Figure 1. Routed clock nets over the placement.
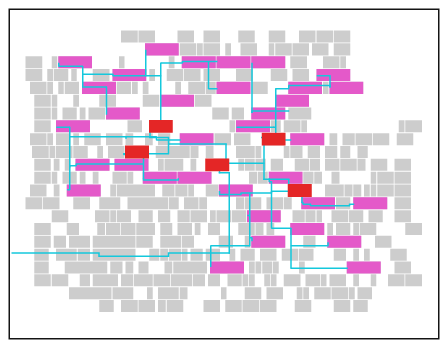
Figure 2. Sequential cells colored by netlist name.
Other sequential cells in the stronger gray, the rest of the logic in the fainter gray.
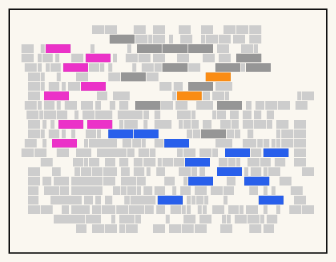
$ cat src/rtl/vram_arbiter_pkg.sv
// Shared video definitions: display geometry, tile-map widths and the
// tile-map address helper used by the timing generator, renderer and arbiter.
package vram_arbiter_pkg;

  localparam int H_ACTIVE  = 640;
  localparam int V_ACTIVE  = 480;
  localparam int TILE_COLS = 40;
  localparam int TILE_ROWS = 30;
  localparam int TILE_AW   = 11;
  localparam int TILE_CW   = 8;

  typedef logic [TILE_AW-1:0] tile_addr_t;
  typedef logic [TILE_CW-1:0] tile_code_t;

  typedef enum logic {
    WR0 = 1'b0,
    WR1 = 1'b1
  } writer_e;

  // Multiply by a constant column count folds to a shift-add in synthesis.
  function automatic tile_addr_t tile_map_addr(input logic [5:0] row,
                                               input logic [5:0] col,
                                               input int         cols);
    return tile_addr_t'(row) * tile_addr_t'(cols) + tile_addr_t'(col);
  endfunction

endpackage

$ cat src/rtl/vram_arbiter_if.sv
// Tile-map bus: raster counters, two writer ports, RAM port and tile output.
interface vram_arbiter_if;
  import vram_arbiter_pkg::*;

  logic [9:0] hcnt;
  logic [9:0] vcnt;
  logic       req0;
  logic       req1;
  tile_addr_t addr0;
  tile_addr_t addr1;
  tile_code_t data0;
  tile_code_t data1;
  logic       gnt0;
  logic       gnt1;
  tile_addr_t ram_addr;
  tile_code_t ram_wdata;
  logic       ram_we;
  tile_code_t ram_rdata;
  tile_code_t tile_idx;
  logic       tile_valid;

  modport master (
    input  hcnt, vcnt, req0, req1, addr0, addr1, data0, data1, ram_rdata,
    output gnt0, gnt1, ram_addr, ram_wdata, ram_we, tile_idx, tile_valid
  );

  modport slave (
    output hcnt, vcnt, req0, req1, addr0, addr1, data0, data1, ram_rdata,
    input  gnt0, gnt1, ram_addr, ram_wdata, ram_we, tile_idx, tile_valid
  );

endinterface

$ cat src/rtl/vram_arbiter_rr_arb2.sv
// Two-way round-robin picker with eligibility masks and a registered
// preference pointer; the pick is combinational, the caller registers it.
module vram_arbiter_rr_arb2
  import vram_arbiter_pkg::*;
(
  input  logic       clk,
  input  logic       reset,
  input  logic       en,
  input  logic [1:0] req,
  input  logic [1:0] mask,
  output logic [1:0] gnt
);

  writer_e    pref_q;
  writer_e    pref_d;
  logic [1:0] elig;

  always_comb begin
    elig   = req & ~mask;
    gnt    = 2'b00;
    pref_d = pref_q;
    if (en && (elig != 2'b00)) begin
      if (elig == 2'b11) begin
        gnt = (pref_q == WR0) ? 2'b01 : 2'b10;
      end else begin
        gnt = elig;
      end
      // Next preference is the writer that just lost (or was not served).
      pref_d = gnt[0] ? WR1 : WR0;
    end
  end

  always_ff @(posedge clk) begin
    if (reset) begin
      pref_q <= WR0;
    end else begin
      pref_q <= pref_d;
    end
  end

endmodule

$ cat src/rtl/vram_arbiter.sv
// Tile-map RAM arbiter: display tile fetches on 16-pixel slots take absolute
// priority, remaining cycles are shared round-robin between two writers.
module vram_arbiter
  import vram_arbiter_pkg::*;
#(
  parameter int H_ACTIVE  = vram_arbiter_pkg::H_ACTIVE,
  parameter int V_ACTIVE  = vram_arbiter_pkg::V_ACTIVE,
  parameter int TILE_COLS = vram_arbiter_pkg::TILE_COLS,
  parameter int TILE_ROWS = vram_arbiter_pkg::TILE_ROWS
) (
  input logic             clk,
  input logic             reset,
  vram_arbiter_if.master  bus
);

  localparam logic [9:0] H_LIM   = 10'(H_ACTIVE);
  localparam logic [9:0] V_LIM   = 10'(V_ACTIVE);
  localparam logic [5:0] ROW_LIM = 6'(TILE_ROWS);

  logic       slot;
  logic [5:0] row;
  logic [5:0] col;
  logic [1:0] arb_gnt;

  tile_addr_t ram_addr_q,   ram_addr_d;
  tile_code_t ram_wdata_q,  ram_wdata_d;
  logic       ram_we_q,     ram_we_d;
  logic       gnt0_q,       gnt0_d;
  logic       gnt1_q,       gnt1_d;
  logic [1:0] rd_pipe_q,    rd_pipe_d;
  tile_code_t tile_idx_q,   tile_idx_d;
  logic       tile_valid_q, tile_valid_d;

  assign row  = bus.vcnt[9:4];
  assign col  = bus.hcnt[9:4];
  assign slot = (bus.hcnt < H_LIM) && (bus.vcnt < V_LIM) &&
                (bus.hcnt[3:0] == 4'd0) && (row < ROW_LIM);

  vram_arbiter_rr_arb2 u_rr_arb2 (
    .clk   (clk),
    .reset (reset),
    .en    (~slot),
    .req   ({bus.req1, bus.req0}),
    .mask  ({gnt1_q, gnt0_q}),
    .gnt   (arb_gnt)
  );

  always_comb begin
    ram_addr_d  = ram_addr_q;
    ram_wdata_d = ram_wdata_q;
    ram_we_d    = 1'b0;
    gnt0_d      = arb_gnt[0];
    gnt1_d      = arb_gnt[1];
    if (slot) begin
      ram_addr_d = tile_map_addr(row, col, TILE_COLS);
    end else if (arb_gnt[0]) begin
      ram_addr_d  = bus.addr0;
      ram_wdata_d = bus.data0;
      ram_we_d    = 1'b1;
    end else if (arb_gnt[1]) begin
      ram_addr_d  = bus.addr1;
      ram_wdata_d = bus.data1;
      ram_we_d    = 1'b1;
    end
    // Stage 0: address on the RAM; stage 1: read data valid on ram_rdata.
    rd_pipe_d    = {rd_pipe_q[0], slot};
    tile_valid_d = rd_pipe_q[1];
    tile_idx_d   = rd_pipe_q[1] ? bus.ram_rdata : tile_idx_q;
  end

  always_ff @(posedge clk) begin
    if (reset) begin
      ram_addr_q   <= '0;
      ram_wdata_q  <= '0;
      ram_we_q     <= 1'b0;
      gnt0_q       <= 1'b0;
      gnt1_q       <= 1'b0;
      rd_pipe_q    <= 2'b00;
      tile_idx_q   <= '0;
      tile_valid_q <= 1'b0;
    end else begin
      ram_addr_q   <= ram_addr_d;
      ram_wdata_q  <= ram_wdata_d;
      ram_we_q     <= ram_we_d;
      gnt0_q       <= gnt0_d;
      gnt1_q       <= gnt1_d;
      rd_pipe_q    <= rd_pipe_d;
      tile_idx_q   <= tile_idx_d;
      tile_valid_q <= tile_valid_d;
    end
  end

  assign bus.ram_addr   = ram_addr_q;
  assign bus.ram_wdata  = ram_wdata_q;
  assign bus.ram_we     = ram_we_q;
  assign bus.gnt0       = gnt0_q;
  assign bus.gnt1       = gnt1_q;
  assign bus.tile_idx   = tile_idx_q;
  assign bus.tile_valid = tile_valid_q;

endmodule

$ cat src/flat_wrapper.sv
// flat-port wrapper written by rule: the top's interface ports become plain ports
module vram_arbiter_flat import vram_arbiter_pkg::*;
#(
  parameter int H_ACTIVE  = vram_arbiter_pkg::H_ACTIVE,
  parameter int V_ACTIVE  = vram_arbiter_pkg::V_ACTIVE,
  parameter int TILE_COLS = vram_arbiter_pkg::TILE_COLS,
  parameter int TILE_ROWS = vram_arbiter_pkg::TILE_ROWS
)
  (clk, reset, bus_hcnt, bus_vcnt, bus_req0, bus_req1, bus_addr0, bus_addr1, bus_data0, bus_data1, bus_ram_rdata, bus_gnt0, bus_gnt1, bus_ram_addr, bus_ram_wdata, bus_ram_we, bus_tile_idx, bus_tile_valid);
  vram_arbiter_if bus_i ();
  input logic clk;
  input logic reset;
  input wire logic [$bits(bus_i.hcnt)-1:0] bus_hcnt;
  input wire logic [$bits(bus_i.vcnt)-1:0] bus_vcnt;
  input wire logic [$bits(bus_i.req0)-1:0] bus_req0;
  input wire logic [$bits(bus_i.req1)-1:0] bus_req1;
  input wire logic [$bits(bus_i.addr0)-1:0] bus_addr0;
  input wire logic [$bits(bus_i.addr1)-1:0] bus_addr1;
  input wire logic [$bits(bus_i.data0)-1:0] bus_data0;
  input wire logic [$bits(bus_i.data1)-1:0] bus_data1;
  input wire logic [$bits(bus_i.ram_rdata)-1:0] bus_ram_rdata;
  output wire logic [$bits(bus_i.gnt0)-1:0] bus_gnt0;
  output wire logic [$bits(bus_i.gnt1)-1:0] bus_gnt1;
  output wire logic [$bits(bus_i.ram_addr)-1:0] bus_ram_addr;
  output wire logic [$bits(bus_i.ram_wdata)-1:0] bus_ram_wdata;
  output wire logic [$bits(bus_i.ram_we)-1:0] bus_ram_we;
  output wire logic [$bits(bus_i.tile_idx)-1:0] bus_tile_idx;
  output wire logic [$bits(bus_i.tile_valid)-1:0] bus_tile_valid;
  assign bus_i.hcnt = bus_hcnt;
  assign bus_i.vcnt = bus_vcnt;
  assign bus_i.req0 = bus_req0;
  assign bus_i.req1 = bus_req1;
  assign bus_i.addr0 = bus_addr0;
  assign bus_i.addr1 = bus_addr1;
  assign bus_i.data0 = bus_data0;
  assign bus_i.data1 = bus_data1;
  assign bus_i.ram_rdata = bus_ram_rdata;
  assign bus_gnt0 = bus_i.gnt0;
  assign bus_gnt1 = bus_i.gnt1;
  assign bus_ram_addr = bus_i.ram_addr;
  assign bus_ram_wdata = bus_i.ram_wdata;
  assign bus_ram_we = bus_i.ram_we;
  assign bus_tile_idx = bus_i.tile_idx;
  assign bus_tile_valid = bus_i.tile_valid;
  vram_arbiter #(.H_ACTIVE(H_ACTIVE), .V_ACTIVE(V_ACTIVE), .TILE_COLS(TILE_COLS), .TILE_ROWS(TILE_ROWS)) u_core (.clk(clk), .reset(reset), .bus(bus_i));
endmodule
$ cat config.mk
export PLATFORM = sky130hd
export DESIGN_NAME = vram_arbiter_flat
export DESIGN_NICKNAME = d
export VERILOG_FILES = /design/src/rtl/vram_arbiter_pkg.sv /design/src/rtl/vram_arbiter_if.sv /design/src/rtl/vram_arbiter_rr_arb2.sv /design/src/rtl/vram_arbiter.sv /design/src/flat_wrapper.sv
export SDC_FILE = /design/constraint.sdc
export NUM_CORES = 1
export LEC_CHECK = 0
export CORE_ASPECT_RATIO = 0.75
export CORE_MARGIN = 3
export CORE_UTILIZATION = 35
export DETAILED_ROUTE_END_ITERATION = 16
export HOLD_SLACK_MARGIN = 0.08
export PLACE_DENSITY = 0.78
export SLEW_MARGIN = 15
export SYNTH_ARGS = -nofsm -noshare
export SYNTH_HDL_FRONTEND = slang
export SYNTH_SLANG_ARGS = --single-unit
$ cat constraint.sdc
create_clock -name clk -period 2.5 [get_ports clk]
set_clock_uncertainty 0.15 [all_clocks]
set_input_delay 0.5 -clock clk [delete_from_list [all_inputs] [get_ports clk]]
set_output_delay 0.5 -clock clk [all_outputs]
set_load 0.05 [all_outputs]
==> results.toml <==
# yosys + openroad results
[finish]
buffers = 117
logic_gates = 170
final_cell_mix = "clkdlybuf4s50_1, dfxtp_1, nor2_1, nand2_1, buf_4"
clockNetworkAreaShare = 0.0285
fin_area_sq_mm = 0.00320
comb_area_frac = 0.373
syn_to_final_growth_pct = 69.8
fin_cells = 405
antenna_cells = 0
layout-drive-gt1-share = 0.156
fillers = 440
largestClassByArea = "multi-input combinational cells"
combGateArea_sq_mm = 0.00119

[timing]
max_freq_mhz = 408
worst_hold_slack_ns = 0.297
period_minus_slack_ns = 2.45
worst_pin_slew_ns = 0.531
hold_viol = 0
slew_headroom = 0.645
finalSetupTns_ns = 0

[routing]
vias = 2006
firstDrtPassIters = 5
drc_errors = 0
top_layer = "met4"
route.met3.wl_um = 457

[worst_setup_path]
cp_max_fo = 3
start_kind = "input pin"
endpoint_kind = "flip-flop"
crit_family = "adder cells"
path_class = "in2reg"
cp_slowest_cell = "fa_2"
worst-path-buf-inv = 1
slowest_delay_ns = 0.56
cp.arrival_ns = 2.46
r2r-start = "u_core.bus.gnt0$_SDFF_PP0_"

[power]
p_leak_uw = 0.00126
maxPowerGroup = "combinational logic"
combinationalPower_uw = 633
ir_drop_mv = 0.269
power_uw = 1650
p_seq_frac = 0.365
p_sw_frac = 0.329

[synth]
async_flop_share = 0
synthTopCellsByArea = "dfxtp_1, ha_1, nand2_1"
synth_stat.cells = 218
avgSynthCellArea_sq_um = 8.64
ys_area_sq_mm = 0.00188
dominantRegCellSynth = "dfxtp_1"
yosysTopAreaCellShare = 0.361
ys_sh_mux = 0.0425
top_area_cell = "dfxtp_1"
edf_count = 0
yosysWarnings = 0
synth_flops = 34
ys_sh_adder = 0.0943
ys_sh_xor = 0.0279
compound_area_frac = 0.181
synth_seq_share = 0.361
yosysUniqueCellTypes = 46
syn-cell-area_sq_mm = 0.00188

[placement]
place_congestion = 0.805
placed_cell_area_sq_mm = 0.00304
hpwl_um = 4570

[global_routing]
antenna_found_initial = 0
grt_util_met3 = 0.0575
grt-busiest-layer = "met2"
grt_usage = 0.189
use_met2 = 0.315

[die]
core-area_sq_mm = 0.00504
tap_cells = 72
rows = 22
io_pins = 101
dieWidth_um = 90.7
die_area_sq_mm = 0.00631

[cts]
path_clk_slew_ns = 0.07
cts.htree.levels = 2
ctsRootBufferMaster = "clkbuf_8"
clockBufferDepth = 2
cts_resized = 10
ctsHoldBuffers = 0

[worst_hold_path]
hp-class = "reg2reg"

[status]
status = "finished, final reports clean"
-- Figure 1 (at the start) --
legend:
  flip-flops:
    color: magenta
    count: 34
  clock wires:
    color: cyan
    length: 441 um
  clock-net drivers:
    color: red
    count: 5
routed clock nets: 6
clk_lat worst skew: 0.28 ns
Clock Power: 413 uW

-- Figure 2 (at the start) --
legend:
  u_core.bus.ram_wdata:
    color: magenta
    placed_flops: 8
  u_core.bus.ram_addr:
    color: blue
    placed_flops: 11
  u_core.rd_pipe_q:
    color: orange
    placed_flops: 2
Final Util: 0.635
Sequential Power: 600 uW
sequential share of cell area: 0.213
FF/Latch Area: 681 sq um

[flip-flops by register name, indices dropped and copies added (netlist names)]
name                     flops
u_core.bus.ram_addr         11
u_core.bus.tile_valid        1
u_core.bus.gnt0              1
u_core.bus.ram_we            1
u_core.bus.ram_wdata         8
u_core.rd_pipe_q             2
u_core.u_rr_arb2.pref_q      1
u_core.bus.gnt1              1
u_core.bus.tile_idx          8
[worst paths after layout]
check                                                      endpoint  slack (ns)  depth (start not counted)
worst min-delay path                 u_core.rd_pipe_q[1]$_SDFF_PP0_        0.30                          1
worst max register to register  u_core.bus.ram_addr[7]$_SDFFE_PP0P_        0.81                          6
worst min register to register       u_core.rd_pipe_q[1]$_SDFF_PP0_        0.30                          1
worst max-delay path            u_core.bus.ram_addr[9]$_SDFFE_PP0P_        0.05                          8
Power is estimated from default activity; no workload was simulated.
